==> config.mk <==
export PLATFORM = sky130hd
export DESIGN_NAME = serial_tx_arbiter
export DESIGN_NICKNAME = d
export VERILOG_FILES = /design/src/rtl/serial_tx_arbiter.sv
export SDC_FILE = /design/constraint.sdc
export NUM_CORES = 1
export LEC_CHECK = 0
export ABC_AREA = 1
export CAP_MARGIN = 5
export CORE_MARGIN = 4
export CORE_UTILIZATION = 40
export CTS_CLUSTER_DIAMETER = 80
export CTS_CLUSTER_SIZE = 8
export DETAILED_ROUTE_END_ITERATION = 8
export PLACE_DENSITY = 0.71
export SYNTH_ARGS = -nofsm -noshare
export SYNTH_HDL_FRONTEND = slang
export SYNTH_SLANG_ARGS = --single-unit
==> constraint.sdc <==
create_clock -name clock -period 2.8 [get_ports clock]
set_clock_uncertainty 0.2 [all_clocks]
set_input_delay 0.42 -clock clock [delete_from_list [all_inputs] [get_ports clock]]
set_output_delay 0.42 -clock clock [all_outputs]
set_load 0.1 [all_outputs]
==> src/rtl/serial_tx_arbiter.sv <==
// serial_tx_arbiter
// Shares one UART byte transmitter between NUM_REQ byte sources. A source
// owns the transmitter for a whole message (grant until its done pulse, a
// req drop, or a watchdog revoke). Owners are chosen round-robin, and the
// owner's valid/data reach the UART combinationally. Every release is
// followed by one GAP cycle before the next arbitration.
//
// Ports:
//   clock          in   system clock, rising edge
//   reset_n        in   asynchronous active-low reset
//   req            in   [NUM_REQ] request, held for the whole message
//   done           in   [NUM_REQ] 1-cycle message-complete pulse
//   src_valid      in   [NUM_REQ] per-source byte strobe
//   src_data       in   [8*NUM_REQ] per-source byte, source i at [8*i+7:8*i]
//   src_active     out  [NUM_REQ] owner sees uart_active, others see 1
//   uart_active    in   transmitter is shifting a byte
//   uart_valid     out  byte strobe to the transmitter
//   uart_data      out  [8] byte to the transmitter, 0 when uart_valid=0
//   grant          out  [NUM_REQ] registered one-hot owner, 0 when no owner
//   busy           out  high while a source owns the transmitter
//   timeout_pulse  out  1-cycle pulse when the watchdog revokes an owner
module serial_tx_arbiter #(
  parameter int NUM_REQ        = 4,
  parameter int TIMEOUT_CYCLES = 65535
) (
  input  logic                   clock,
  input  logic                   reset_n,
  input  logic [NUM_REQ-1:0]     req,
  input  logic [NUM_REQ-1:0]     done,
  input  logic [NUM_REQ-1:0]     src_valid,
  input  logic [8*NUM_REQ-1:0]   src_data,
  output logic [NUM_REQ-1:0]     src_active,
  input  logic                   uart_active,
  output logic                   uart_valid,
  output logic [7:0]             uart_data,
  output logic [NUM_REQ-1:0]     grant,
  output logic                   busy,
  output logic                   timeout_pulse
);

  localparam int PW = (NUM_REQ > 1) ? $clog2(NUM_REQ) : 1;
  localparam int TW = (TIMEOUT_CYCLES > 0) ? $clog2(TIMEOUT_CYCLES + 1) : 1;
  localparam bit WD_EN = (TIMEOUT_CYCLES > 0);
  localparam logic [TW-1:0] TLIM = TW'((TIMEOUT_CYCLES > 0) ? TIMEOUT_CYCLES - 1 : 0);
  localparam logic [TW-1:0] TMAX = {TW{1'b1}};
  localparam logic [NUM_REQ-1:0] ONE = {{(NUM_REQ-1){1'b0}}, 1'b1};

  localparam logic [1:0] S_IDLE  = 2'd0;
  localparam logic [1:0] S_GRANT = 2'd1;
  localparam logic [1:0] S_GAP   = 2'd2;

  logic [1:0]    state;
  logic [PW-1:0] rr_ptr;
  logic [TW-1:0] timer;

  logic [PW-1:0] owner_idx;
  logic [PW-1:0] rr_next;
  logic [PW-1:0] win_hi;
  logic [PW-1:0] win_lo;
  logic [PW-1:0] winner;
  logic          hi_any;
  logic [7:0]    owner_byte;
  logic          in_grant;
  logic          own_valid;
  logic          own_done;
  logic          own_req;
  logic          wd_hit;
  logic          leave;
  logic          wd_revoke;

  // Owner index and its byte, taken from the one-hot grant register.
  always_comb begin
    owner_idx  = '0;
    owner_byte = 8'h00;
    for (int i = 0; i < NUM_REQ; i++) begin
      if (grant[i]) begin
        owner_idx  = PW'(i);
        owner_byte = src_data[8*i +: 8];
      end
    end
  end

  // Round-robin search: lowest requester at or above rr_ptr, otherwise
  // wrap around to the lowest requester overall.
  always_comb begin
    win_hi = '0;
    win_lo = '0;
    hi_any = 1'b0;
    for (int i = NUM_REQ - 1; i >= 0; i--) begin
      if (req[i]) begin
        win_lo = PW'(i);
      end
      if (req[i] && (PW'(i) >= rr_ptr)) begin
        win_hi = PW'(i);
        hi_any = 1'b1;
      end
    end
    winner = hi_any ? win_hi : win_lo;
  end

  assign in_grant  = (state == S_GRANT);
  assign own_valid = in_grant && |(src_valid & grant);
  assign own_done  = in_grant && |(done & grant);
  assign own_req   = |(req & grant);

  // Watchdog fires only on a cycle that is itself idle at the limit.
  assign wd_hit    = WD_EN && in_grant && !uart_active && !own_valid && (timer == TLIM);
  assign leave     = in_grant && (own_done || !own_req || wd_hit);
  // done and req drop take priority: the pulse flags a genuine revoke only.
  assign wd_revoke = wd_hit && !own_done && own_req;

  assign rr_next   = (owner_idx == PW'(NUM_REQ - 1)) ? '0 : owner_idx + 1'b1;

  assign uart_valid = own_valid;
  assign uart_data  = own_valid ? owner_byte : 8'h00;
  assign src_active = in_grant ? (~grant | (grant & {NUM_REQ{uart_active}})) : '1;
  assign busy       = in_grant;

  always_ff @(posedge clock or negedge reset_n) begin
    if (!reset_n) begin
      state         <= S_IDLE;
      grant         <= '0;
      rr_ptr        <= '0;
      timer         <= '0;
      timeout_pulse <= 1'b0;
    end else begin
      timeout_pulse <= 1'b0;
      case (state)
        S_IDLE: begin
          if (|req) begin
            grant <= ONE << winner;
            state <= S_GRANT;
            timer <= '0;
          end
        end
        S_GRANT: begin
          if (leave) begin
            grant         <= '0;
            state         <= S_GAP;
            rr_ptr        <= rr_next;
            timeout_pulse <= wd_revoke;
          end else if (own_valid) begin
            timer <= '0;
          end else if (!uart_active && (timer != TMAX)) begin
            timer <= timer + 1'b1;
          end
        end
        S_GAP: begin
          state <= S_IDLE;
        end
        default: begin
          state <= S_IDLE;
        end
      endcase
    end
  end

endmodule

==> notes.org <==
#+TITLE: Synthesis and PnR summary

** Outcome
- The flow ran to the end, and the final reports show no timing, DRC or antenna violations.

** Critical path
- Max fanout on the critical path was recorded as 9.
- For the worst setup path, the data arrival time is 1920 ps.
- Worst Path Class, Setup :: reg -> out
- CP startpoint :: grant[2]
- Worst R2R Path Depth :: 9
- Looking at the reg2reg group, the worst path starts from grant[1].
- End of the worst register-to-register path :: timer[11]
- For flop-to-flop paths, the worst setup slack is 710 ps.
- The capture point of the critical path was reported as uart_data[5].

** Synthesis
- Warnings reported by Yosys during synthesis add up to 0.
- Total cell area reported by yosys after synthesis :: approximately 0.0021 sq mm
- Number of cell instances after yosys synthesis :: ~340
- Synthesized netlist net count :: approximately 390
- In this run the mean area of a mapped cell was between 6 and 7 sq um.
- Cell type with the largest total area :: sky130_fd_sc_hd__dfrtp_1
- Mapped Cells :: approximately 340
- FF+latch count, synth :: 25
- Summing every instance area after synthesis gives about 0.0021 sq mm.

** Power
- Total power after layout :: 2.46 mW
- Worst ir drop on vdd :: 422 uV
- Power per unit of standard cell area :: 826 mW/mm^2
- Summed over all cells, the static leakage comes to 1.33 nW.

** STA
- Total setup violations reported at the end of the flow :: 0
- Worst slew margin :: approximately 46%
- The smallest clock period supported by the final layout is computed as ~2500 ps.
- The transition time recorded at the tightest slew-check pin is 800 ps.
- Setup repair after global routing left no endpoint under its margin.
- Final hold violations :: 0
- Post-layout period usage :: slightly above 90%

** Routing
- Iteration-0 DRC Markers :: 89
- Remaining number of nets flagged by the antenna check after routing :: 0
- Pre-antenna DRT Iters :: 4
- The DRC violation total left in the routed layout is recorded as 0.
- Routed wirelength normalized by instance count :: about 13 um

** Global routing
- Pin count of the biggest net entering global routing :: 23
- The first global-routing pass estimated 10600 um of wire.

** Min path
- STA reports the tightest min-delay check as being of type reg -> reg.

** Finish
- Share of cells above drive strength 1 :: 14.1%
- The repair_antennas step left the layout with diodes totalling 0.
- At the end of the flow, the number of nets in the layout was 453.
- The top cell type in the final layout, fill and taps aside, is sky130_fd_sc_hd__nand2_1.
- Final core utilization :: 61.5%
- Leading cell types in the layout, fill and taps excluded :: sky130_fd_sc_hd__nand2_1, sky130_fd_sc_hd__nor2_1, sky130_fd_sc_hd__clkdlybuf4s50_1, sky130_fd_sc_hd__nand3_1, sky130_fd_sc_hd__o21ai_0

** Placed design
- Last weighted congestion value of the routability-driven placer :: 0.851
- At the placement stage, the worst setup path has a slack of 349 ps.
- In the placement report, post-DP HPWL is listed as around 4800 um.

** Clock network
- Looking at the clock tree report, the H-tree level count equals 1.
- Hold-fix buffer count after cts :: 0
- Insertion delay at the late pin of the worst-skew pair :: 270 ps
- Inserted Clock Buffers :: 3
- Per the post-CTS timing run, clock transition at the registers of the reported paths is 90 ps.
- The tree is rooted in a sky130_fd_sc_hd__clkbuf_8.
- In this run the post-CTS setup repair buffer count came out at 0.
- Post-CTS sizing :: 0

** Floorplanning
- Placement Rows :: 25
- During I/O placement, the number of pins put on the boundary was 66.
- According to the floorplan report, the placeable core area is 0.00485 sq mm.
- Core utilization before placement :: 42.3%

** Run
- Per the run summary, max-cap violations total 0.
[flip-flops by register name (all words and copies together) (netlist names)]
register	count
grant	4
rr_ptr	2
state	2
timeout_pulse	1
timer	16
[layer usage]
layer | global-route usage (%) | vias up | wire length, um
met4 | 2.58 | 0 | 32
met5 | 0 | - | 0
met2 | 34.2 | 67 | 2700
met3 | 2.93 | 4 | 578
met1 | 29.4 | 1002 | 2860
li1 | - | 1192 | -
[worst min-delay path by stage]
stage                    from        end  slack, ps  depth (start not counted)
finish              rr_ptr[0]  rr_ptr[0]        310                          2
global route        rr_ptr[0]  rr_ptr[0]        360                          2
CTS                 rr_ptr[0]  rr_ptr[0]        310                          2
detailed placement  rr_ptr[0]  rr_ptr[0]        280                          2
global placement    rr_ptr[0]  rr_ptr[0]        280                          2
floorplan             reset_n   grant[0]        -80                          0
[critical path, cell delays in order, from the launching register on]
cell and delay, ps:
sky130_fd_sc_hd__dfrtp_4 480, sky130_fd_sc_hd__inv_1 130, sky130_fd_sc_hd__nand2_1 270, sky130_fd_sc_hd__nor2_1 70
sky130_fd_sc_hd__o21ai_0 200, sky130_fd_sc_hd__o21ai_0 140, sky130_fd_sc_hd__nor2_2 150, sky130_fd_sc_hd__buf_12 190
[area by class of cell]
class	instances	area (sq um)
Sequential cell	25	636
Multi-Input combinational cell	278	1310
Inverter	28	113
Timing Repair Buffer	68	788
Clock buffer	3	41.3
Clock inverter	1	5.00
Fill cell	463	1870
Tap cell	67	83.8
[power breakdown]
| group | internal [mW] | switching (mW) | total (mW) |
|---|---|---|---|
| clock | 0.0996 | 0.116 | 0.216 |
| sequential | 0.432 | 0.0899 | 0.522 |
| combinational | 0.488 | 1.23 | 1.72 |
[cells in the mapped netlist (all sizes together)]
| library cell | number |
|---|---|
| a21oi | 3 |
| buf | 7 |
| clkbuf | 2 |
| dfrtp | 25 |
| ha | 2 |
| inv | 28 |
| nand2 | 135 |
| nand3 | 28 |
| nand4 | 4 |
| nor2 | 63 |
| nor4 | 1 |
| o21a | 1 |
| o21ai | 29 |
| o21bai | 5 |
| o221ai | 1 |
| xnor2 | 2 |
| xor2 | 4 |
[cells by family (layout without fill, tap and decap cells)]
logic type      Yosys count  after routing  share of synthesized area, %
simple gates            231            231                          47.0
compound gates           39             39                          11.2
buf+inv                  37            100                          7.62
flops                    25             25                          30.5
xor+xnor                  6              6                          2.56
fa+ha+maj                 2              2                          1.22
[per-stage QoR]
stage | TNS (ps) | cells | instance area (sq um) | hold WS, ps
CTS | 0 | 470 | 2980 | 306
finish | 0 | 470 | 2980 | 308
detailed placement | 0 | 466 | 2930 | 283
floorplan | -276 | 340 | 2130 | -75.6
global route | 0 | 470 | 2980 | 358
global placement | 0 | 466 | 2930 | 281
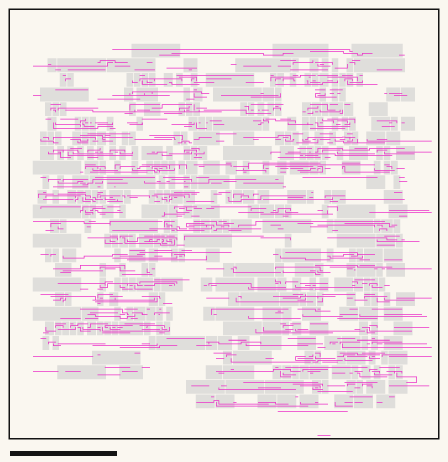
met1.png
Scale bar: 20 um. Cells faint in the background.
The layer carries 2860 um of wire. The wires run mostly horizontal.
WL final: 6160 um
vias: 2265

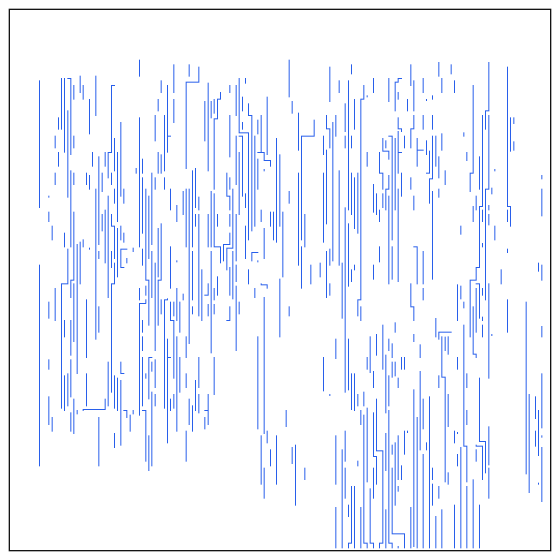
met2.png
The longest straight run is 29.6 um. The layer holds 44% of the routed length. 332 nets have wire on it. The layer carries 2700 um of wire.
global-route met2 utilization: 34.2%

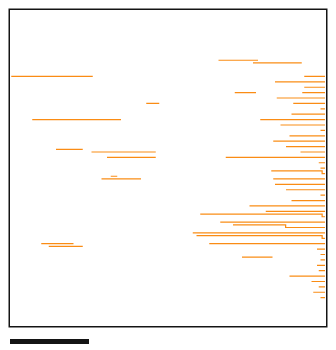
met3.png
Scale bar: 20 um.
The layer carries 578 um of wire. 53 nets have wire on it.
global routing met3 resource utilization: 2.93%

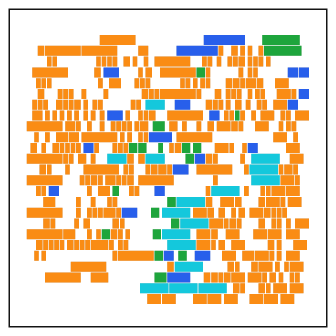
drive_strength.png
Orange stands for drive 1 or less, cells 346. Green stands for drive 2, cells 20. Cyan stands for drive 6 and up, cells 16. Blue stands for drive 3 to 4, cells 21.
non-clock buffer count: 68
crit path setup slack, layout: 263 ps
synth-to-layout area growth: 45.2%
fin area: 0.00298 sq mm

Power figures rest on the tool's default switching activity, not on a simulated workload.
